$ cat src/rtl/tl_pkg.sv
// Shared traffic-light definitions: phase codes, lamp codes and the legal phase order.
// The light controller imports the same package so both ends agree on the encoding.
package tl_pkg;

  typedef enum logic [2:0] {
    IDLE      = 3'd0,
    RED       = 3'd1,
    RED2GREEN = 3'd2,
    GREEN     = 3'd3,
    GREEN2RED = 3'd4,
    FAULT     = 3'd7
  } phase_e;

  // Lamp bus is {red, yellow, green}
  localparam logic [2:0] LAMP_DARK  = 3'b000;
  localparam logic [2:0] LAMP_RED   = 3'b100;
  localparam logic [2:0] LAMP_R2G   = 3'b110;
  localparam logic [2:0] LAMP_GREEN = 3'b001;
  localparam logic [2:0] LAMP_G2R   = 3'b010;

  function automatic phase_e next_phase(input phase_e p);
    case (p)
      IDLE:      return RED;
      RED:       return RED2GREEN;
      RED2GREEN: return GREEN;
      GREEN:     return GREEN2RED;
      GREEN2RED: return RED;
      default:   return IDLE;
    endcase
  endfunction

  // Any lamp pattern the controller never drives maps to FAULT
  function automatic phase_e lamp_decode(input logic [2:0] l);
    case (l)
      LAMP_DARK:  return IDLE;
      LAMP_RED:   return RED;
      LAMP_R2G:   return RED2GREEN;
      LAMP_GREEN: return GREEN;
      LAMP_G2R:   return GREEN2RED;
      default:    return FAULT;
    endcase
  endfunction

endpackage

$ cat src/rtl/tt_um_ja_light_monitor_if.sv
// Lamp bus from the controller plus the monitor's status outputs.
interface tt_um_ja_light_monitor_if #(parameter int CNT_W = 7);
  logic [2:0]       lamp_in;
  logic             fault_clr;
  logic [2:0]       phase_o;
  logic [CNT_W-1:0] dwell_o;
  logic             go_o;
  logic             seq_err_o;
  logic             time_err_o;
  logic             cycle_done_o;
  logic             fault_o;
  logic [7:0]       err_cnt_o;

  modport master (
    output lamp_in, fault_clr,
    input  phase_o, dwell_o, go_o, seq_err_o, time_err_o, cycle_done_o, fault_o, err_cnt_o
  );
  modport slave (
    input  lamp_in, fault_clr,
    output phase_o, dwell_o, go_o, seq_err_o, time_err_o, cycle_done_o, fault_o, err_cnt_o
  );
endinterface

$ cat src/rtl/tl_dwell_timer.sv
// Saturating dwell counter with restart/clear, compared against an expected dwell +/- TOL.
module tl_dwell_timer #(
  parameter int CNT_W = 7,
  parameter int TOL   = 1
) (
  input  logic             clk,
  input  logic             rst,
  input  logic             restart,
  input  logic             zero,
  input  logic [CNT_W-1:0] exp_dwell,
  output logic [CNT_W-1:0] cnt,
  output logic             early,
  output logic             late,
  output logic             wd
);
  localparam int W1 = CNT_W + 1;
  localparam logic [W1-1:0] TOL_W = W1'(TOL);

  logic [W1-1:0] cnt_w, exp_w, hi;

  always_ff @(posedge clk) begin
    if (rst || zero)             cnt <= '0;
    else if (restart)            cnt <= CNT_W'(1);
    else if (cnt != {CNT_W{1'b1}}) cnt <= cnt + 1'b1;
  end

  // One extra bit so exp+TOL cannot wrap and exp-TOL never underflows
  assign cnt_w = {1'b0, cnt};
  assign exp_w = {1'b0, exp_dwell};
  assign hi    = exp_w + TOL_W;
  assign early = (cnt_w + TOL_W) < exp_w;
  assign late  = cnt_w > hi;
  // Next hold cycle takes the count to exp+TOL+1
  assign wd    = cnt_w == hi;
endmodule

$ cat src/rtl/tt_um_ja_light_monitor.sv
// Traffic-light lamp monitor: samples the lamp bus, tracks phase and dwell, and flags
// order/timing errors, illegal lamp codes and completed cycles. Latency lamp_in->outputs is 2.
module tt_um_ja_light_monitor
  import tl_pkg::*;
#(
  parameter int CNT_W       = 7,
  parameter int DWELL_RED   = 32,
  parameter int DWELL_R2G   = 3,
  parameter int DWELL_GREEN = 20,
  parameter int DWELL_G2R   = 3,
  parameter int TOL         = 1
) (
  input logic                     clk,
  input logic                     rst,
  tt_um_ja_light_monitor_if.slave bus
);
  logic [2:0]       lamp_q;
  phase_e           phase, phase_n, lamp_ph;
  logic             synced, synced_n, wd_fired, wd_n, fault_q, fault_n;
  logic             seq_q, seq_n, time_q, time_n, done_q, done_n, evt;
  logic [7:0]       err_cnt;
  logic             restart, zero, early, late, wd;
  logic [CNT_W-1:0] dwell, exp_dwell;

  assign lamp_ph = lamp_decode(lamp_q);

  always_comb begin
    case (phase)
      RED:       exp_dwell = CNT_W'(DWELL_RED);
      RED2GREEN: exp_dwell = CNT_W'(DWELL_R2G);
      GREEN:     exp_dwell = CNT_W'(DWELL_GREEN);
      GREEN2RED: exp_dwell = CNT_W'(DWELL_G2R);
      default:   exp_dwell = '0;
    endcase
  end

  tl_dwell_timer #(.CNT_W(CNT_W), .TOL(TOL)) u_timer (
    .clk(clk), .rst(rst), .restart(restart), .zero(zero), .exp_dwell(exp_dwell),
    .cnt(dwell), .early(early), .late(late), .wd(wd)
  );

  always_comb begin
    phase_n  = phase;
    synced_n = synced;
    wd_n     = wd_fired;
    fault_n  = fault_q;
    seq_n    = 1'b0;
    time_n   = 1'b0;
    done_n   = 1'b0;
    evt      = 1'b0;
    restart  = 1'b0;
    zero     = 1'b0;
    if (phase == FAULT) begin
      // An illegal code in the same cycle keeps us parked in FAULT
      if (lamp_ph != FAULT && bus.fault_clr) begin
        phase_n  = IDLE;
        synced_n = 1'b0;
        fault_n  = 1'b0;
        wd_n     = 1'b0;
        zero     = 1'b1;
      end
    end else if (lamp_ph == FAULT) begin
      phase_n = FAULT;
      fault_n = 1'b1;
      wd_n    = 1'b0;
      restart = 1'b1;
      evt     = 1'b1;
    end else if (lamp_ph != phase) begin
      phase_n = lamp_ph;
      wd_n    = 1'b0;
      restart = 1'b1;
      if (lamp_ph == IDLE) synced_n = 1'b0;
      else if (phase != IDLE) begin
        // The first real phase seen after IDLE may be partial, so its exit only arms checking
        synced_n = 1'b1;
        if (synced) begin
          if (lamp_ph != next_phase(phase)) seq_n = 1'b1;
          else begin
            time_n = !wd_fired && (early || late);
            done_n = (phase == GREEN2RED) && !wd_fired && !(early || late);
          end
        end
      end
    end else if (synced && phase != IDLE && !wd_fired && wd) begin
      time_n = 1'b1;
      wd_n   = 1'b1;
    end
    evt = evt || seq_n || time_n;
  end

  always_ff @(posedge clk) begin
    if (rst) begin
      lamp_q   <= '0;
      phase    <= IDLE;
      synced   <= 1'b0;
      wd_fired <= 1'b0;
      fault_q  <= 1'b0;
      seq_q    <= 1'b0;
      time_q   <= 1'b0;
      done_q   <= 1'b0;
      err_cnt  <= '0;
    end else begin
      lamp_q   <= bus.lamp_in;
      phase    <= phase_n;
      synced   <= synced_n;
      wd_fired <= wd_n;
      fault_q  <= fault_n;
      seq_q    <= seq_n;
      time_q   <= time_n;
      done_q   <= done_n;
      if (evt && err_cnt != 8'hFF) err_cnt <= err_cnt + 8'd1;
    end
  end

  assign bus.phase_o      = phase;
  assign bus.dwell_o      = dwell;
  assign bus.go_o         = (phase == GREEN);
  assign bus.seq_err_o    = seq_q;
  assign bus.time_err_o   = time_q;
  assign bus.cycle_done_o = done_q;
  assign bus.fault_o      = fault_q;
  assign bus.err_cnt_o    = err_cnt;
endmodule

$ cat src/flat_wrapper.sv
// flat-port wrapper written by rule: the top's interface ports become plain ports
module tt_um_ja_light_monitor_flat import tl_pkg::*;
#(
  parameter int CNT_W       = 7,
  parameter int DWELL_RED   = 32,
  parameter int DWELL_R2G   = 3,
  parameter int DWELL_GREEN = 20,
  parameter int DWELL_G2R   = 3,
  parameter int TOL         = 1
)
  (clk, rst, bus_lamp_in, bus_fault_clr, bus_phase_o, bus_dwell_o, bus_go_o, bus_seq_err_o, bus_time_err_o, bus_cycle_done_o, bus_fault_o, bus_err_cnt_o);
  tt_um_ja_light_monitor_if #(.CNT_W(CNT_W)) bus_i ();
  input logic clk;
  input logic rst;
  input wire logic [$bits(bus_i.lamp_in)-1:0] bus_lamp_in;
  input wire logic [$bits(bus_i.fault_clr)-1:0] bus_fault_clr;
  output wire logic [$bits(bus_i.phase_o)-1:0] bus_phase_o;
  output wire logic [$bits(bus_i.dwell_o)-1:0] bus_dwell_o;
  output wire logic [$bits(bus_i.go_o)-1:0] bus_go_o;
  output wire logic [$bits(bus_i.seq_err_o)-1:0] bus_seq_err_o;
  output wire logic [$bits(bus_i.time_err_o)-1:0] bus_time_err_o;
  output wire logic [$bits(bus_i.cycle_done_o)-1:0] bus_cycle_done_o;
  output wire logic [$bits(bus_i.fault_o)-1:0] bus_fault_o;
  output wire logic [$bits(bus_i.err_cnt_o)-1:0] bus_err_cnt_o;
  assign bus_i.lamp_in = bus_lamp_in;
  assign bus_i.fault_clr = bus_fault_clr;
  assign bus_phase_o = bus_i.phase_o;
  assign bus_dwell_o = bus_i.dwell_o;
  assign bus_go_o = bus_i.go_o;
  assign bus_seq_err_o = bus_i.seq_err_o;
  assign bus_time_err_o = bus_i.time_err_o;
  assign bus_cycle_done_o = bus_i.cycle_done_o;
  assign bus_fault_o = bus_i.fault_o;
  assign bus_err_cnt_o = bus_i.err_cnt_o;
  tt_um_ja_light_monitor #(.CNT_W(CNT_W), .DWELL_RED(DWELL_RED), .DWELL_R2G(DWELL_R2G), .DWELL_GREEN(DWELL_GREEN), .DWELL_G2R(DWELL_G2R), .TOL(TOL)) u_core (.clk(clk), .rst(rst), .bus(bus_i));
endmodule
$ cat config.mk
export PLATFORM = sky130hd
export DESIGN_NAME = tt_um_ja_light_monitor_flat
export DESIGN_NICKNAME = d
export VERILOG_FILES = /design/src/rtl/tl_pkg.sv /design/src/rtl/tt_um_ja_light_monitor_if.sv /design/src/rtl/tl_dwell_timer.sv /design/src/rtl/tt_um_ja_light_monitor.sv /design/src/flat_wrapper.sv
export SDC_FILE = /design/constraint.sdc
export NUM_CORES = 1
export LEC_CHECK = 0
export ABC_AREA = 1
export ABC_CLOCK_PERIOD_IN_PS = 2650
export CELL_PAD_IN_SITES_DETAIL_PLACEMENT = 1
export CELL_PAD_IN_SITES_GLOBAL_PLACEMENT = 1
export CORE_MARGIN = 3
export CORE_UTILIZATION = 40
export CTS_BUF_LIST = sky130_fd_sc_hd__clkbuf_4
export DETAILED_ROUTE_END_ITERATION = 10
export PLACE_DENSITY = 0.9
export SETUP_SLACK_MARGIN = 0.3
export SLEW_MARGIN = 20
export SYNTH_ARGS = -nofsm -noshare
export SYNTH_HDL_FRONTEND = slang
export SYNTH_SLANG_ARGS = --single-unit
$ cat constraint.sdc
create_clock -name clk -period 2.65 [get_ports clk]
set_input_delay 0.265 -clock clk [delete_from_list [all_inputs] [get_ports clk]]
set_output_delay 0.265 -clock clk [all_outputs]
set_load 0.02 [all_outputs]
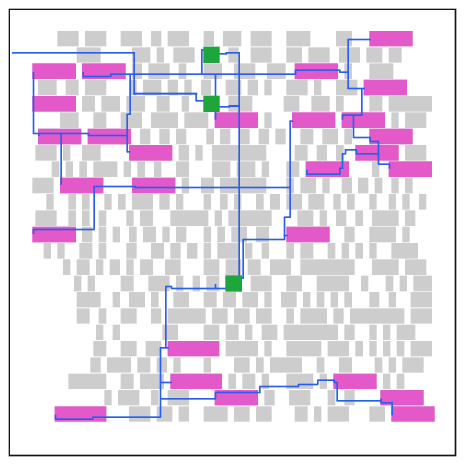
clock_map.png
Drawn at 6 px/um.
[magenta] flip-flops | count: 27
[blue] clock wires | length: 444 um
[green] cells driving clock nets | count: 3
flops lie: all over the die
routed clock nets: 4
Clock Power Share: 21.1%
clk_skew: 0.01617 ns
Clk power: 219 uW
Insertion Delay late pin: 0.37 ns

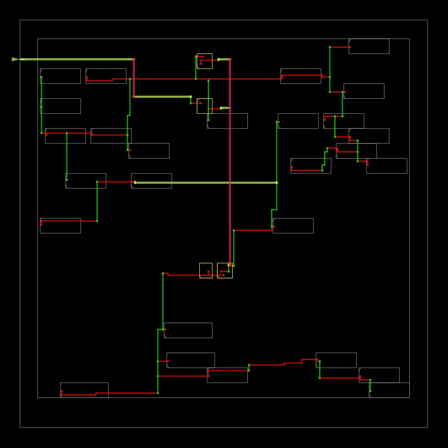
final_clocks.png
flop count: 27
# clk buffers: 3
CTS Sinks: 27
TritonCTS buffer count: 3

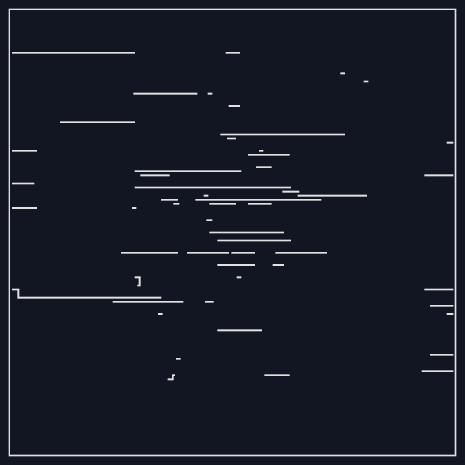
met3.png
Drawn at 6 px/um.
main direction: horizontal
wire length on this layer: 320 um
longest straight run: 25.8 um
nets with wire on the layer: 38
share of all routed wire: 4.3%
met3 Use GR: 4.595%
Total Wirelength: 7510 um

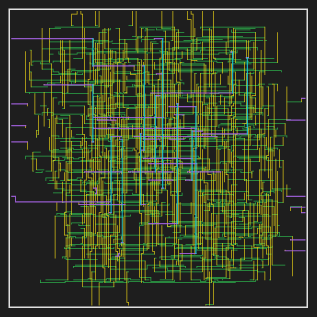
metal_stack.png
Drawn at 4 px/um.
[yellow] met2 | wire length: 3710 um
[purple] met3 | wire length: 320 um
[cyan] met4 | wire length: 269 um
[green] met1 | wire length: 3210 um
per-cell routed wire length: 19.61 um
Global Route Usage Sum: 26.59%

==> path summary, 6_finish.rpt <==
| check | start | end | slack, ns | depth (start not counted) |
|---|---|---|---|---|
| min | bus_lamp_in[2] | u_core.lamp_q[2] | 0.39 | 3 |
| max reg2reg | u_core.bus.phase_o[2] | u_core.wd_fired | -0.05 | 18 |
| max | u_core.bus.phase_o[2] | u_core.wd_fired | -0.05 | 18 |
| min reg2reg | u_core.bus.err_cnt_o[4] | u_core.bus.err_cnt_o[4] | 0.53 | 2 |
==> flip-flops by register name, summed over array words and instances (netlist names) <==
| signal | count |
|---|---|
| u_core.bus.phase_o | 3 |
| u_core.bus.err_cnt_o | 8 |
| u_core.bus.seq_err_o | 1 |
| u_core.u_timer.cnt | 7 |
| u_core.bus.cycle_done_o | 1 |
| u_core.synced | 1 |
| u_core.bus.time_err_o | 1 |
| u_core.bus.fault_o | 1 |
| u_core.wd_fired | 1 |
| u_core.lamp_q | 3 |
==> worst reg2reg max path: stages (launching register included) <==
cell and delay (ns):
dfxtp_4 0.44, inv_8 0.06, nand3_4 0.09, nand2_2 0.07, inv_2 0.09, ha_4 0.15, inv_4 0.04, o21ai_4 0.19
ha_2 0.32, nand4_1 0.14, nor3_2 0.06, buf_4 0.13, buf_4 0.12, buf_4 0.13, buf_4 0.13, buf_4 0.12
buf_4 0.12, a21oi_1 0.14, nor2_1 0.06
==> stage by stage <==
| step | utilization (%) | area, um^2 | setup TNS, ns | std cells |
|---|---|---|---|---|
| finish | 60.71 | 2680 | -0.1457 | 383 |
| global route | 60.71 | 2680 | -1.253 | 383 |
| CTS | 57.79 | 2551 | 0 | 378 |
| detailed placement | 50.79 | 2242 | 0 | 348 |
| global placement | 50.79 | 2242 | 0 | 348 |
| floorplan | - | 1897 | 0 | 268 |
==> flow_metrics.tcl <==
# metrics dict for downstream scripts
set metrics [dict create \
    violations "setup timing" \
    status "complete, but fails checks" \
    logic_family "simple AND/OR/NAND/NOR gates" \
    io_pins 29 \
    cts_resized 17 \
    ys_sh_simple_pct 39.69 \
    logic_area_mm2 0.001381 \
    synth_cell_types 27 \
    pg_comb_uw 377 \
    syn_area_per_cell_um2 6.928 \
    rows 24 \
    powerSeq_uw 443 \
    viasPerCell 5.580 \
    required_ns 2.92 \
    setup_viol 9 \
    place_hpwl_um 4143 \
    combPwrFrac_pct 36.3 \
    grt_pass1_vias 2176 \
    peakVddDrop_mv 0.1811 \
    sh_seq_area_pct 20.59 \
    routed.top_layer "met4" \
    worst_slack_ns -0.05277 \
    inv_count 32 \
    post_cts.repair.setup_buffers 25 \
]
Power and IR drop assume default switching activity.
